==> src/rtl/freelist_ckpt_ctrl.sv <==
// freelist_ckpt_ctrl: branch checkpoint ring for the rename free list.
// Each renamed branch snapshots the free-list head it will need on a
// mispredict. Entries release in order once resolved correct; a mispredict
// truncates the ring at the offending tag and returns its saved head.
// Optional statistics counters: define FLCKPT_STATS_EN to build them.
module freelist_ckpt_ctrl #(
  parameter int SIZE_FREE_LIST = 96,
  parameter int FL_LOG         = 7,
  parameter int NUM_CKPT       = 8,
  parameter int CKPT_LOG       = 3
) (
  input  logic                clk,
  input  logic                reset,
  input  logic                stall_i,
  input  logic                recoverFlag_i,
  input  logic                branchValid_i,
  input  logic [FL_LOG-1:0]   freeListHead_i,
  input  logic [2:0]          branchOffset_i,
  output logic [CKPT_LOG-1:0] ckptTag_o,
  output logic                ckptFull_o,
  input  logic                resolveValid_i,
  input  logic [CKPT_LOG-1:0] resolveTag_i,
  input  logic                mispredict_i,
  output logic                ctrlVerified_o,
  output logic                flagRecoverEX_o,
  output logic [FL_LOG-1:0]   freeListHeadCp_o,
  output logic [CKPT_LOG:0]   ckptCount_o,
  output logic [15:0]         fullStallCnt_o,
  output logic [15:0]         recoverCnt_o
);

  // Saved head values carry no reset: an entry is only read while valid.
  logic [FL_LOG-1:0]   r_ckpt_head [NUM_CKPT];
  logic [NUM_CKPT-1:0] r_valid;
  logic [NUM_CKPT-1:0] r_resolved;
  logic [CKPT_LOG-1:0] r_head;
  logic [CKPT_LOG-1:0] r_tail;
  logic [CKPT_LOG:0]   r_count;
  logic                r_ctrl_verified;
  logic                r_flag_recover;
  logic [FL_LOG-1:0]   r_head_cp;

  logic                w_full;
  logic [FL_LOG:0]     w_sum;
  logic [FL_LOG:0]     w_sum_wrap;
  logic [FL_LOG-1:0]   w_new_head;
  logic                w_res_hit;
  logic                w_mispred;
  logic                w_correct;
  logic                w_alloc;
  logic                w_release;
  logic [CKPT_LOG-1:0] w_res_age;

  assign w_full = (r_count == (CKPT_LOG+1)'(NUM_CKPT));

  // Head after this branch's pops, wrapped once around the free list.
  assign w_sum      = {1'b0, freeListHead_i} + (FL_LOG+1)'(branchOffset_i);
  assign w_sum_wrap = w_sum - (FL_LOG+1)'(SIZE_FREE_LIST);
  assign w_new_head = (w_sum >= (FL_LOG+1)'(SIZE_FREE_LIST)) ?
                      w_sum_wrap[FL_LOG-1:0] : w_sum[FL_LOG-1:0];

  // A full flush outranks everything; resolves on dead tags are ignored.
  assign w_res_hit = resolveValid_i & r_valid[resolveTag_i] & ~recoverFlag_i;
  assign w_mispred = w_res_hit & mispredict_i;
  assign w_correct = w_res_hit & ~mispredict_i;
  assign w_alloc   = branchValid_i & ~stall_i & ~w_full & ~w_mispred & ~recoverFlag_i;
  assign w_release = r_valid[r_head] & r_resolved[r_head] & ~w_mispred & ~recoverFlag_i;
  // Distance of the mispredicted tag from the oldest live entry.
  assign w_res_age = resolveTag_i - r_head;

  assign ckptTag_o        = r_tail;
  assign ckptFull_o       = w_full;
  assign ckptCount_o      = r_count;
  assign ctrlVerified_o   = r_ctrl_verified;
  assign flagRecoverEX_o  = r_flag_recover;
  assign freeListHeadCp_o = r_head_cp;

  // Capture the snapshot head into the tail slot on allocation.
  always_ff @(posedge clk) begin
    if (w_alloc) r_ckpt_head[r_tail] <= w_new_head;
  end

  genvar gi;
  generate
    for (gi = 0; gi < NUM_CKPT; gi++) begin : g_entry
      logic [CKPT_LOG-1:0] w_age;
      assign w_age = CKPT_LOG'(gi) - r_head;

      // Per-entry valid/resolved: flush, truncate younger, alloc, release, resolve.
      always_ff @(posedge clk or posedge reset) begin
        if (reset) begin
          r_valid[gi]    <= 1'b0;
          r_resolved[gi] <= 1'b0;
        end else if (recoverFlag_i) begin
          r_valid[gi]    <= 1'b0;
          r_resolved[gi] <= 1'b0;
        end else if (w_mispred && (w_age >= w_res_age)) begin
          r_valid[gi]    <= 1'b0;
          r_resolved[gi] <= 1'b0;
        end else if (w_alloc && (r_tail == CKPT_LOG'(gi))) begin
          r_valid[gi]    <= 1'b1;
          r_resolved[gi] <= 1'b0;
        end else if (w_release && (r_head == CKPT_LOG'(gi))) begin
          r_valid[gi]    <= 1'b0;
          r_resolved[gi] <= 1'b0;
        end else if (w_correct && (resolveTag_i == CKPT_LOG'(gi))) begin
          r_resolved[gi] <= 1'b1;
        end
      end
    end
  endgenerate

  // Ring pointers and occupancy.
  always_ff @(posedge clk or posedge reset) begin
    if (reset) begin
      r_head  <= '0;
      r_tail  <= '0;
      r_count <= '0;
    end else if (recoverFlag_i) begin
      r_head  <= '0;
      r_tail  <= '0;
      r_count <= '0;
    end else if (w_mispred) begin
      r_tail  <= resolveTag_i;
      r_count <= {1'b0, w_res_age};
    end else begin
      if (w_alloc)   r_tail <= r_tail + 1'b1;
      if (w_release) r_head <= r_head + 1'b1;
      case ({w_alloc, w_release})
        2'b10:   r_count <= r_count + 1'b1;
        2'b01:   r_count <= r_count - 1'b1;
        default: r_count <= r_count;
      endcase
    end
  end

  // One-cycle resolution pulses and the restored head for the free list.
  always_ff @(posedge clk or posedge reset) begin
    if (reset) begin
      r_ctrl_verified <= 1'b0;
      r_flag_recover  <= 1'b0;
      r_head_cp       <= '0;
    end else begin
      r_ctrl_verified <= w_res_hit;
      r_flag_recover  <= w_mispred;
      if (w_mispred) r_head_cp <= r_ckpt_head[resolveTag_i];
    end
  end

`ifdef FLCKPT_STATS_EN
  logic [15:0] r_full_stall_cnt;
  logic [15:0] r_recover_cnt;

  // Saturating counters of full-ring stalls and recovery pulses.
  always_ff @(posedge clk or posedge reset) begin
    if (reset) begin
      r_full_stall_cnt <= '0;
      r_recover_cnt    <= '0;
    end else if (recoverFlag_i) begin
      r_full_stall_cnt <= '0;
      r_recover_cnt    <= '0;
    end else begin
      if (branchValid_i && w_full && (r_full_stall_cnt != 16'hFFFF))
        r_full_stall_cnt <= r_full_stall_cnt + 1'b1;
      if (r_flag_recover && (r_recover_cnt != 16'hFFFF))
        r_recover_cnt <= r_recover_cnt + 1'b1;
    end
  end

  assign fullStallCnt_o = r_full_stall_cnt;
  assign recoverCnt_o   = r_recover_cnt;
`else
  assign fullStallCnt_o = 16'h0000;
  assign recoverCnt_o   = 16'h0000;
`endif

endmodule

==> config.mk <==
export PLATFORM = sky130hd
export DESIGN_NAME = freelist_ckpt_ctrl
export DESIGN_NICKNAME = d
export VERILOG_FILES = /design/src/rtl/freelist_ckpt_ctrl.sv
export SDC_FILE = /design/constraint.sdc
export NUM_CORES = 1
export LEC_CHECK = 0
export CORE_UTILIZATION = 56
export CTS_CLUSTER_DIAMETER = 60
export DETAILED_ROUTE_END_ITERATION = 8
export PLACE_DENSITY = 0.91
export SLEW_MARGIN = 20
export SYNTH_ARGS = -nofsm -noshare
export SYNTH_HDL_FRONTEND = slang
export SYNTH_SLANG_ARGS = --single-unit
export TNS_END_PERCENT = 10
==> constraint.sdc <==
create_clock -name clk -period 4.25 [get_ports clk]
set_input_delay 1.0625 -clock clk [delete_from_list [all_inputs] [get_ports clk]]
set_output_delay 1.0625 -clock clk [all_outputs]
set_load 0.02 [all_outputs]
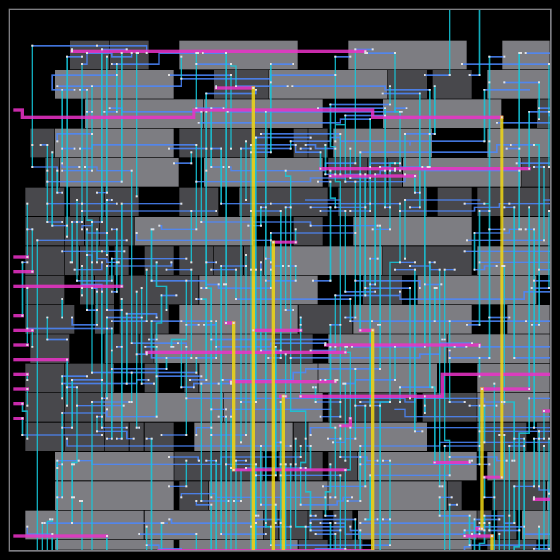
**Above:** a small window of the routed layout.
Window x 0 to 50, y 48 to 98 µm. Cells in gray, sequential cells in the stronger gray; small squares are vias.
- met2: cyan
- met4: yellow
- met1: blue
- met3: magenta
- netlist names of flops here include: r_ckpt_head (37), freeListHeadCp_o (4)
- sequential cells in the window: 42
- most frequent: edfxtp_1 (37), clkdlybuf4s50_1 (13), nor2_1 (8)
- cells with their middle in the window: 120

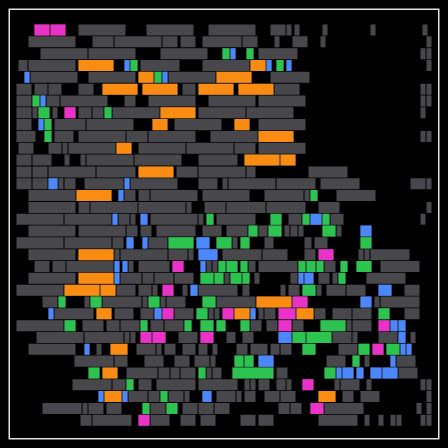
**Above:** selected gate families.
- AND-OR and OR-AND gates: magenta (cells 19; most used a21o_1; where widely spread)
- multiplexers: orange (cells 29; most used mux4_2)
- inverting AOI/OAI gates: green (cells 65; most used a21oi_1)
- NOR gates: blue (cells 48; most used nor2_1; where widely spread)
fin cells: 600
most common logic cell in the routed design: edfxtp_1
logic share of the area: 38.7%

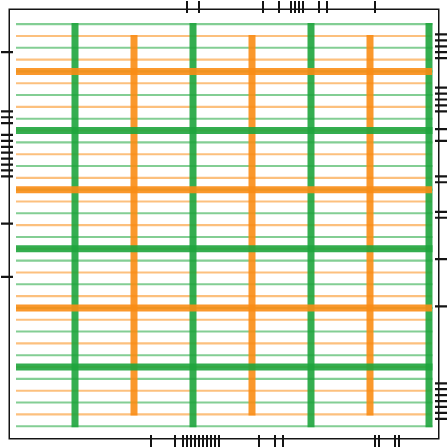
**Above:** floorplan with the power grid.
Pins as bars on the die edge.
- VSS: green
- VDD: orange
- rows: 34
- signal pins: 69
worst vdd ir: 0.236 mV
Die Wd: 98.4 µm
core footprint: 8850 µm²
Die Height: 98.4 µm

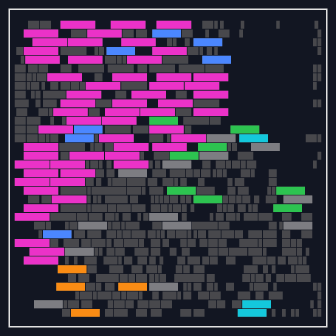
**Above:** where the registers sit.
Other sequential cells in the stronger gray, the rest of the logic in the fainter gray.
- freeListHeadCp_o: blue (placed flops 7)
- r_ckpt_head: magenta (placed flops 56)
- ckptCount_o: orange (placed flops 4; where bottom left)
- r_head: cyan (placed flops 3)
- r_resolved: green (placed flops 8)

==> run_results.csv <==
group,metric,value,unit
yosys,ys.flop_type,"edfxtp_1",
global_route,met1_usage,33.9,%
global_route,busiest_layer,"met2",
run,maxCapViolations,0,
floorplanning,well_tap_count,108,
cells_and_area,ff_latch_area,2560,µm²
yosys,compound_area_share,12.1,%
global_route,grt_pass1_vias,3759,
critical_path,cp_common_cell,"ha_1",
yosys,adder_share,9.32,%
power_and_ir_drop,seq-power,0.00101,W
yosys,synth_top_cell_by_area,"edfxtp_1",
power_and_ir_drop,clkPwrFrac,32.1,%
global_route,grt.overflow.total,0,
run,tool_warnings,35,
cells_and_area,diodes,0,
placement,place_congestion,0.933,
yosys,ys_sh_xor,2.02,%
cells_and_area,seq_share,43.1,%
critical_path,path_cells,"clkdlybuf4s50_1 > mux4_2 > or2_1 > and3_4 > nor3_2 > ha_1 > ha_1 > a21o_1 > a21oi_1 > xor2_1 > or3_1 > a21boi_0",
power_and_ir_drop,combinationalPower,0.000330,W
clock_network,clk_latency,0.37,ns
yosys,ys_cells,427,
power_and_ir_drop,power_frac_seq,51.2,%
yosys,ys_area,5210,µm²
critical_path,crit_family,"simple AND/OR/NAND/NOR gates",
clock_network,post_cts_resized,0,
final_timing,post-route-period-util,93.6,%
cells_and_area,final_cell_mix,"edfxtp_1 (56), inv_1 (36), clkdlybuf4s50_1 (36), dfrtp_1 (35), ha_1 (34)",
routing,met3_length,978,µm
critical_path,path_class,"in -> reg",
global_route,met3_usage,5.67,%
yosys,yosys-top-cells-count,"edfxtp_1 (56), inv_1 (36), dfrtp_1 (35)",
critical_path,r2r-end,"r_resolved[1]",
cells_and_area,top_regs,"r_ckpt_head: 56 flops, r_resolved: 8 flops, r_valid: 8 flops",
power_and_ir_drop,internal-power,0.00141,W
critical_path,cp-endpoint,"ckptCount_o[3]",
clock_network,cts_buffers,9,
clock_network,path_clk_slew,0.11,ns
yosys,topCellsByArea,"edfxtp_1 (32%), dfrtp_1 (17%), ha_1 (8.2%)",
routing,wl_met1,4.79,mm
critical_path,crit-reg2reg-launch,"r_head[1]",
cells_and_area,buf_share,9.87,%
floorplanning,num_rows,34,
status,status,"complete, no violations",
final_timing,final_hold_viol_count,0,
placement,dpl_cell_area,5710,µm²
routing,avgRoutedWirePerCell,19.9,µm
No activity file was given, so power comes from the tool's default toggle rates.
